Fig. 1: clock nets
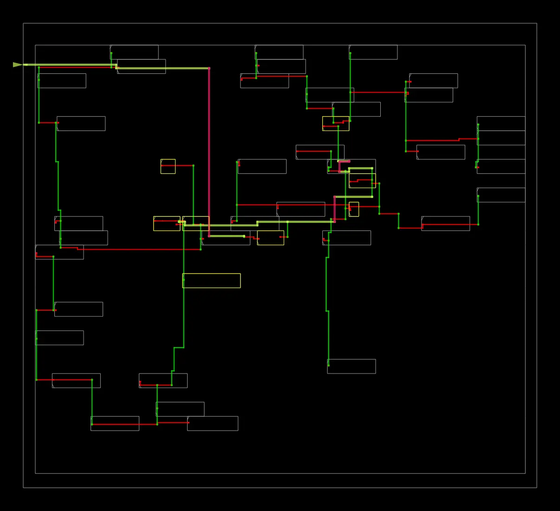
Fig. 2: where the registers sit
Other sequential cells in the stronger grey, the rest of the logic in the fainter grey.
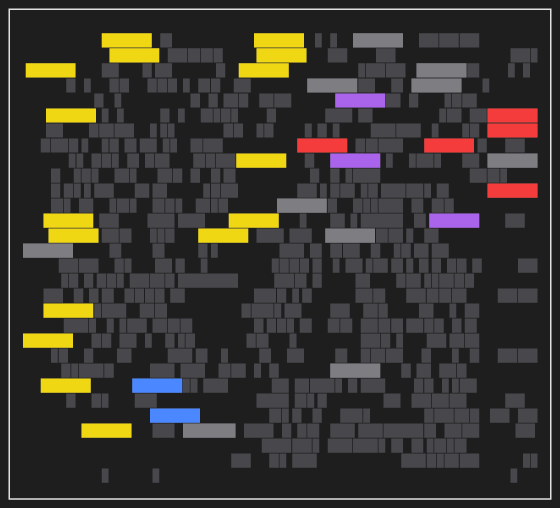
Fig. 3: drive-strength map
The bar under the picture is 20 um long.
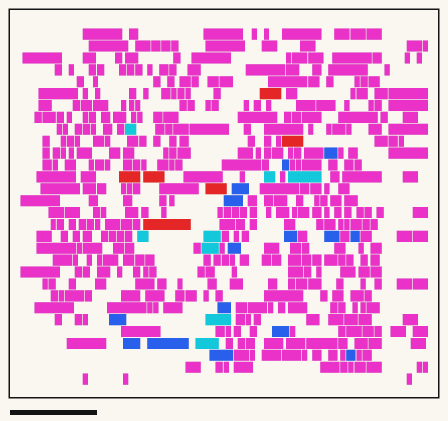
===== src/rtl/rdy_int_scheduler.sv =====
// Round-robin scheduler turning sensor data-ready edges into one paced, acknowledged host interrupt at a time.
// Optional overrun counter is enabled by defining RDY_OVR_CNT_EN; without it Ovr_Cnt is tied to 0.
module rdy_int_scheduler #(
  parameter int N_SRC       = 5,
  parameter int HOLDOFF_CYC = 16,
  parameter int TIMEOUT_CYC = 50000,
  parameter int CNT_W       = 16
) (
  input  logic             CLK,
  input  logic             Clr_Rdy_flg,
  input  logic             En,
  input  logic [N_SRC-1:0] Rdy_In,
  input  logic [N_SRC-1:0] Mask,
  input  logic             Ack,
  output logic             INT_n,
  output logic [2:0]       Grant_Id,
  output logic [N_SRC-1:0] Pending,
  output logic             Timeout_Flg,
  output logic [7:0]       Ovr_Cnt
);

  typedef enum logic [1:0] {IDLE, WAIT_ACK, HOLDOFF} state_t;

  localparam logic [CNT_W-1:0] HOLD_LOAD = (HOLDOFF_CYC > 0) ? CNT_W'(HOLDOFF_CYC - 1) : '0;
  localparam logic [CNT_W-1:0] TO_LAST   = CNT_W'(TIMEOUT_CYC - 1);

  state_t             state, state_nxt;
  logic [CNT_W-1:0]   cnt, cnt_nxt;
  logic [N_SRC-1:0]   rdy_d, rise, cand, clr_vec, set_vec, pend_nxt;
  logic [2:0]         rr_ptr, rr_nxt, winner, gid_nxt, idx;
  logic [3:0]         sum;
  logic               any_cand, int_n_nxt, tflg_nxt;

  assign rise     = Rdy_In & ~rdy_d;
  assign cand     = Pending & Mask;
  assign any_cand = |cand;

  // Walk the search order backwards so the last hit is the first eligible source from rr_ptr.
  always_comb begin
    winner = '0;
    sum    = '0;
    idx    = '0;
    for (int k = N_SRC - 1; k >= 0; k--) begin
      sum = {1'b0, rr_ptr} + 4'(k);
      if (sum >= 4'(N_SRC)) sum = sum - 4'(N_SRC);
      idx = sum[2:0];
      if (cand[idx]) winner = idx;
    end
  end

  always_comb begin
    state_nxt = state;
    cnt_nxt   = cnt;
    rr_nxt    = rr_ptr;
    gid_nxt   = Grant_Id;
    int_n_nxt = 1'b1;
    tflg_nxt  = 1'b0;
    clr_vec   = '0;
    set_vec   = '0;
    case (state)
      IDLE: begin
        if (En && any_cand) begin
          state_nxt = WAIT_ACK;
          gid_nxt   = winner;
          clr_vec   = N_SRC'(1) << winner;
          cnt_nxt   = '0;
          int_n_nxt = 1'b0;
          rr_nxt    = (winner == 3'(N_SRC - 1)) ? 3'd0 : winner + 3'd1;
        end
      end
      WAIT_ACK: begin
        int_n_nxt = 1'b0;
        if (Ack) begin
          state_nxt = HOLDOFF;
          cnt_nxt   = HOLD_LOAD;
          int_n_nxt = 1'b1;
        end else if (cnt == TO_LAST) begin
          state_nxt = HOLDOFF;
          cnt_nxt   = HOLD_LOAD;
          int_n_nxt = 1'b1;
          tflg_nxt  = 1'b1;
          set_vec   = N_SRC'(1) << Grant_Id;
        end else if (!En) begin
          state_nxt = IDLE;
          cnt_nxt   = '0;
          int_n_nxt = 1'b1;
          set_vec   = N_SRC'(1) << Grant_Id;
        end else begin
          cnt_nxt = cnt + CNT_W'(1);
        end
      end
      HOLDOFF: begin
        if (cnt == '0) state_nxt = IDLE;
        else           cnt_nxt   = cnt - CNT_W'(1);
      end
      default: state_nxt = IDLE;
    endcase
    // A fresh edge always lands in Pending, even if the same bit is being granted now.
    pend_nxt = (Pending & ~clr_vec) | set_vec | rise;
  end

  always_ff @(posedge CLK or posedge Clr_Rdy_flg) begin
    if (Clr_Rdy_flg) begin
      state       <= IDLE;
      cnt         <= '0;
      rr_ptr      <= '0;
      rdy_d       <= '0;
      Pending     <= '0;
      Grant_Id    <= '0;
      INT_n       <= 1'b1;
      Timeout_Flg <= 1'b0;
    end else begin
      state       <= state_nxt;
      cnt         <= cnt_nxt;
      rr_ptr      <= rr_nxt;
      rdy_d       <= Rdy_In;
      Pending     <= pend_nxt;
      Grant_Id    <= gid_nxt;
      INT_n       <= int_n_nxt;
      Timeout_Flg <= tflg_nxt;
    end
  end

`ifdef RDY_OVR_CNT_EN
  logic [N_SRC-1:0] live;
  logic             ovr;
  assign live = (state == WAIT_ACK) ? (N_SRC'(1) << Grant_Id) : '0;
  assign ovr  = |(rise & (Pending | live));

  always_ff @(posedge CLK or posedge Clr_Rdy_flg) begin
    if (Clr_Rdy_flg)                     Ovr_Cnt <= '0;
    else if (ovr && (Ovr_Cnt != 8'hFF))  Ovr_Cnt <= Ovr_Cnt + 8'd1;
  end
`else
  assign Ovr_Cnt = 8'd0;
`endif

endmodule


===== config.mk =====
export PLATFORM = sky130hd
export DESIGN_NAME = rdy_int_scheduler
export DESIGN_NICKNAME = d
export VERILOG_FILES = /design/src/rtl/rdy_int_scheduler.sv
export SDC_FILE = /design/constraint.sdc
export NUM_CORES = 1
export LEC_CHECK = 0
export CAP_MARGIN = 20
export CORE_ASPECT_RATIO = 0.9
export CORE_MARGIN = 2
export CORE_UTILIZATION = 45
export CTS_CLUSTER_DIAMETER = 200
export DETAILED_ROUTE_END_ITERATION = 8
export RECOVER_POWER = 50
export SYNTH_ARGS = -nofsm -noshare
export SYNTH_HDL_FRONTEND = slang
export SYNTH_SLANG_ARGS = --single-unit

===== constraint.sdc =====
create_clock -name CLK -period 5.4 [get_ports CLK]
set_input_delay 0.54 -clock CLK [delete_from_list [all_inputs] [get_ports CLK]]
set_output_delay 0.54 -clock CLK [all_outputs]
set_load 0.005 [all_outputs]

==> results.sh <==
# yosys + openroad results
export IMPL_status="complete, but fails checks"
export IMPL_violations="max-capacitance violations, max-slew violations"
export IMPL_hold_slack_ps=540
export IMPL_hold_path_endpoint="Grant_Id[2]"
export IMPL_dpl_cell_count=561
export IMPL_comb_area_mm2=0.00243
export IMPL_critPathRequiredTime_ps=5580
export IMPL_dpl_hpwl_mm=7.36
export IMPL_dpl_cell_area_mm2=0.00380
export IMPL_synthDistinctLibCells=74
export IMPL_comb_power_mw=2.08
export IMPL_met3_length_um=736
export IMPL_nClkBuffers=5
export IMPL_gp_congestion=0.899
export IMPL_post_cts_buffers=0
export IMPL_buf_share_pct=6.38
export IMPL_tightest_slew_ps=2030
export IMPL_antenna_left=0
export IMPL_wl_per_cell_um=17.6
export IMPL_hp_start="Grant_Id[2]"
export IMPL_reg2reg_from="rr_ptr[1]"
export IMPL_ys_area_mm2=0.00357
export IMPL_rows=30
export IMPL_r2r_end="rr_ptr[1]"
export IMPL_met3_usage_pct=3.95
export IMPL_synth_compound_gate_area_share_pct=30.4
export IMPL_antenna_found_initial=0
export IMPL_combPwrFrac_pct=73.2
export IMPL_pwr_group_clock_mw=0.248
export IMPL_numPortBuffers=23
export IMPL_warnings=39
export IMPL_critPathBufInv=2
export IMPL_worstSkewPairLatency_ps=300
export IMPL_ys_sh_mux_pct=2.63
export IMPL_rsz0062_at_grt="false"
export IMPL_mostFrequentLayoutCell="nand2_1"
export IMPL_coreArea_mm2=0.00762
export IMPL_cp_start_kind="register"
export IMPL_worst_slack_ps=912
export IMPL_clk_path_buf_depth=2
export IMPL_ctsHoldBuffers=0
export IMPL_tap_cells=96
export IMPL_async_flop_share_pct=100
export IMPL_clk_pin_slew_ps=90
export IMPL_routed_top_layer="met4"
export IMPL_grt_pass1_vias=3436
export IMPL_drc_errors=0
export IMPL_grt_max_degree=37
export IMPL_wl_met1_mm=4.16
export IMPL_period_needed_ps=4490
export IMPL_buffers=26
export IMPL_dieArea_mm2=0.00866
export IMPL_inverters=23
export IMPL_sh_comb_area_pct=62.4
export IMPL_hp_class="reg2reg"
export IMPL_worst_ep_arrival_time_ps=4670
export IMPL_cts_root_buffer="clkbuf_8"
export IMPL_ys_sh_adder_pct=7.57
export IMPL_grt_usage_pct=23.9
export IMPL_final_cells=569
export IMPL_mostFrequentLayoutCells="nand2_1 (42), o21ai_0 (40), dfrtp_1 (35)"
export IMPL_xor_share_pct=0.982
export IMPL_vias=3618
export IMPL_p_seq_share_pct=18.1
export IMPL_globalRoute_busiestLayer="met2"
export IMPL_ys_sh_simple_pct=25.8
export IMPL_power_leakage_nw=1.58
export IMPL_drt_total_wl_mm=10.0
export IMPL_rrSetupSlack_ps=910
export IMPL_use_met1_pct=29.5
export IMPL_drt_iter0_markers=172
export IMPL_rr_worst_depth=15
export IMPL_p_sw_mw=1.49
export IMPL_p_total_mw=2.84
export IMPL_cp_end_kind="register"
export IMPL_pin_count=32
export IMPL_power_density_mw_per_mm2=728
export IMPL_ir_drop_mv=0.306
export IMPL_cap_viol_max_count=1
export IMPL_cp_max_fo=14
export IMPL_cpMaxStageDelayCell="dfrtp_1"
export IMPL_critical_path_top_delay_family="simple AND/OR/NAND/NOR gates"
export IMPL_logic_gate_count=380
export IMPL_die_w_um=97.9
export IMPL_fmax_ghz=0.223
export IMPL_drv_slew=37
export IMPL_synth_cells_yosys=465
export IMPL_crit_chain="inv_1 -> ha_1 -> inv_1 -> nand2_1 -> nor3_1 -> or4_4 -> o21ai_2 -> mux2_2 -> a21oi_1 -> a31o_2 -> ha_1 -> nor3b_1 -> o21ai_0 -> nand3_1 -> o22ai_1"
export IMPL_yosys_stat_seqShare_pct=25.3
export IMPL_largestClassByArea="multi-input combinational cells"
export IMPL_htreeDepth=2
export IMPL_ff_type="dfrtp_1"
export IMPL_vias_per_cell=6.36
export IMPL_syn_cell_area_mm2=0.00357
export IMPL_hold_violations=0
## Picture notes: Fig. 1
CTS Sinks: 36
Seq cells: 36
Layout Skew: 10.2 ps
Num CTS Buffers: 5

## Picture notes: Fig. 2
legend:
  purple:
    name_in_the_netlist: Grant_Id
    flops: 3
  red:
    name_in_the_netlist: Pending
    flops: 5
    where: upper right
  yellow:
    name_in_the_netlist: cnt
    flops: 16
  blue:
    name_in_the_netlist: state
    flops: 2
not coloured: 10
post-route core utilization: 51.2%
sequential cell area share: 23.1%
Seq. pwr: 0.514 mW
sequential cell area: 902 um^2

## Picture notes: Fig. 3
legend:
  blue:
    size: x2
    cells: 15
    share: 3.2%
  cyan:
    size: x3 and x4
    cells: 8
    share: 1.7%
  red:
    size: x6 and larger
    cells: 6
    share: 1.3%
  magenta:
    size: x1 and smaller
    cells: 444
    share: 94%
Design Area, Final: 0.00390 mm^2
P&R area growth vs syn: 9.40%

==> Yosys cell counts (3+ instances only) <==
cell / number / share of area, %
nand2_1: 42 / 4.4
o21ai_0: 40 / 5.6
dfrtp_1: 35 / 25
a21oi_1: 34 / 4.8
nor2_1: 33 / 3.5
nand3_1: 24 / 3.4
inv_1: 21 / 2.2
nor3_1: 21 / 2.9
ha_1: 20 / 7.0
clkbuf_1: 14 / 1.5
nor4_1: 11 / 1.9
nand3b_1: 9 / 1.9
buf_2: 8 / 1.1
buf_4: 8 / 1.7
nor2b_1: 8 / 1.4
a211oi_1: 6 / 1.3
mux2i_1: 6 / 1.7
nand2b_1: 6 / 1.1
o21a_1: 6 / 1.3
o22ai_1: 6 / 1.1
a31oi_1: 5 / 0.88
a32o_1: 5 / 1.4
and2_1: 5 / 0.88
and3_1: 5 / 0.88
a22oi_1: 4 / 0.84
o211ai_1: 4 / 0.84
or3_1: 4 / 0.70
xnor2_1: 4 / 0.98
a22o_1: 3 / 0.74
a2bb2oi_1: 3 / 0.74
mux2_2: 3 / 0.95
nand4_1: 3 / 0.53
o2111ai_1: 3 / 0.74
o221ai_1: 3 / 0.74
o22a_1: 3 / 0.74
==> registers in the layout, indices dropped and copies added (netlist names) <==
register / cells
Timeout_Flg: 1
state: 2
rr_ptr: 3
rdy_d: 5
Pending: 5
Grant_Id: 3
cnt: 16
INT_n: 1
==> worst max-delay path by stage <==
stage                            end  slack [ps]  depth (start not counted)       from
after floorplan            rr_ptr[0]        1410                         15  rr_ptr[0]
after global placement     rr_ptr[1]        1140                         15  rr_ptr[1]
after detailed placement   rr_ptr[1]        1030                         15  rr_ptr[1]
after CTS                  rr_ptr[2]         970                         15  rr_ptr[1]
after global routing      Pending[4]         530                         15  rr_ptr[1]
final                      rr_ptr[1]         910                         15  rr_ptr[1]
No activity file was given, so power comes from the tool's default toggle rates.
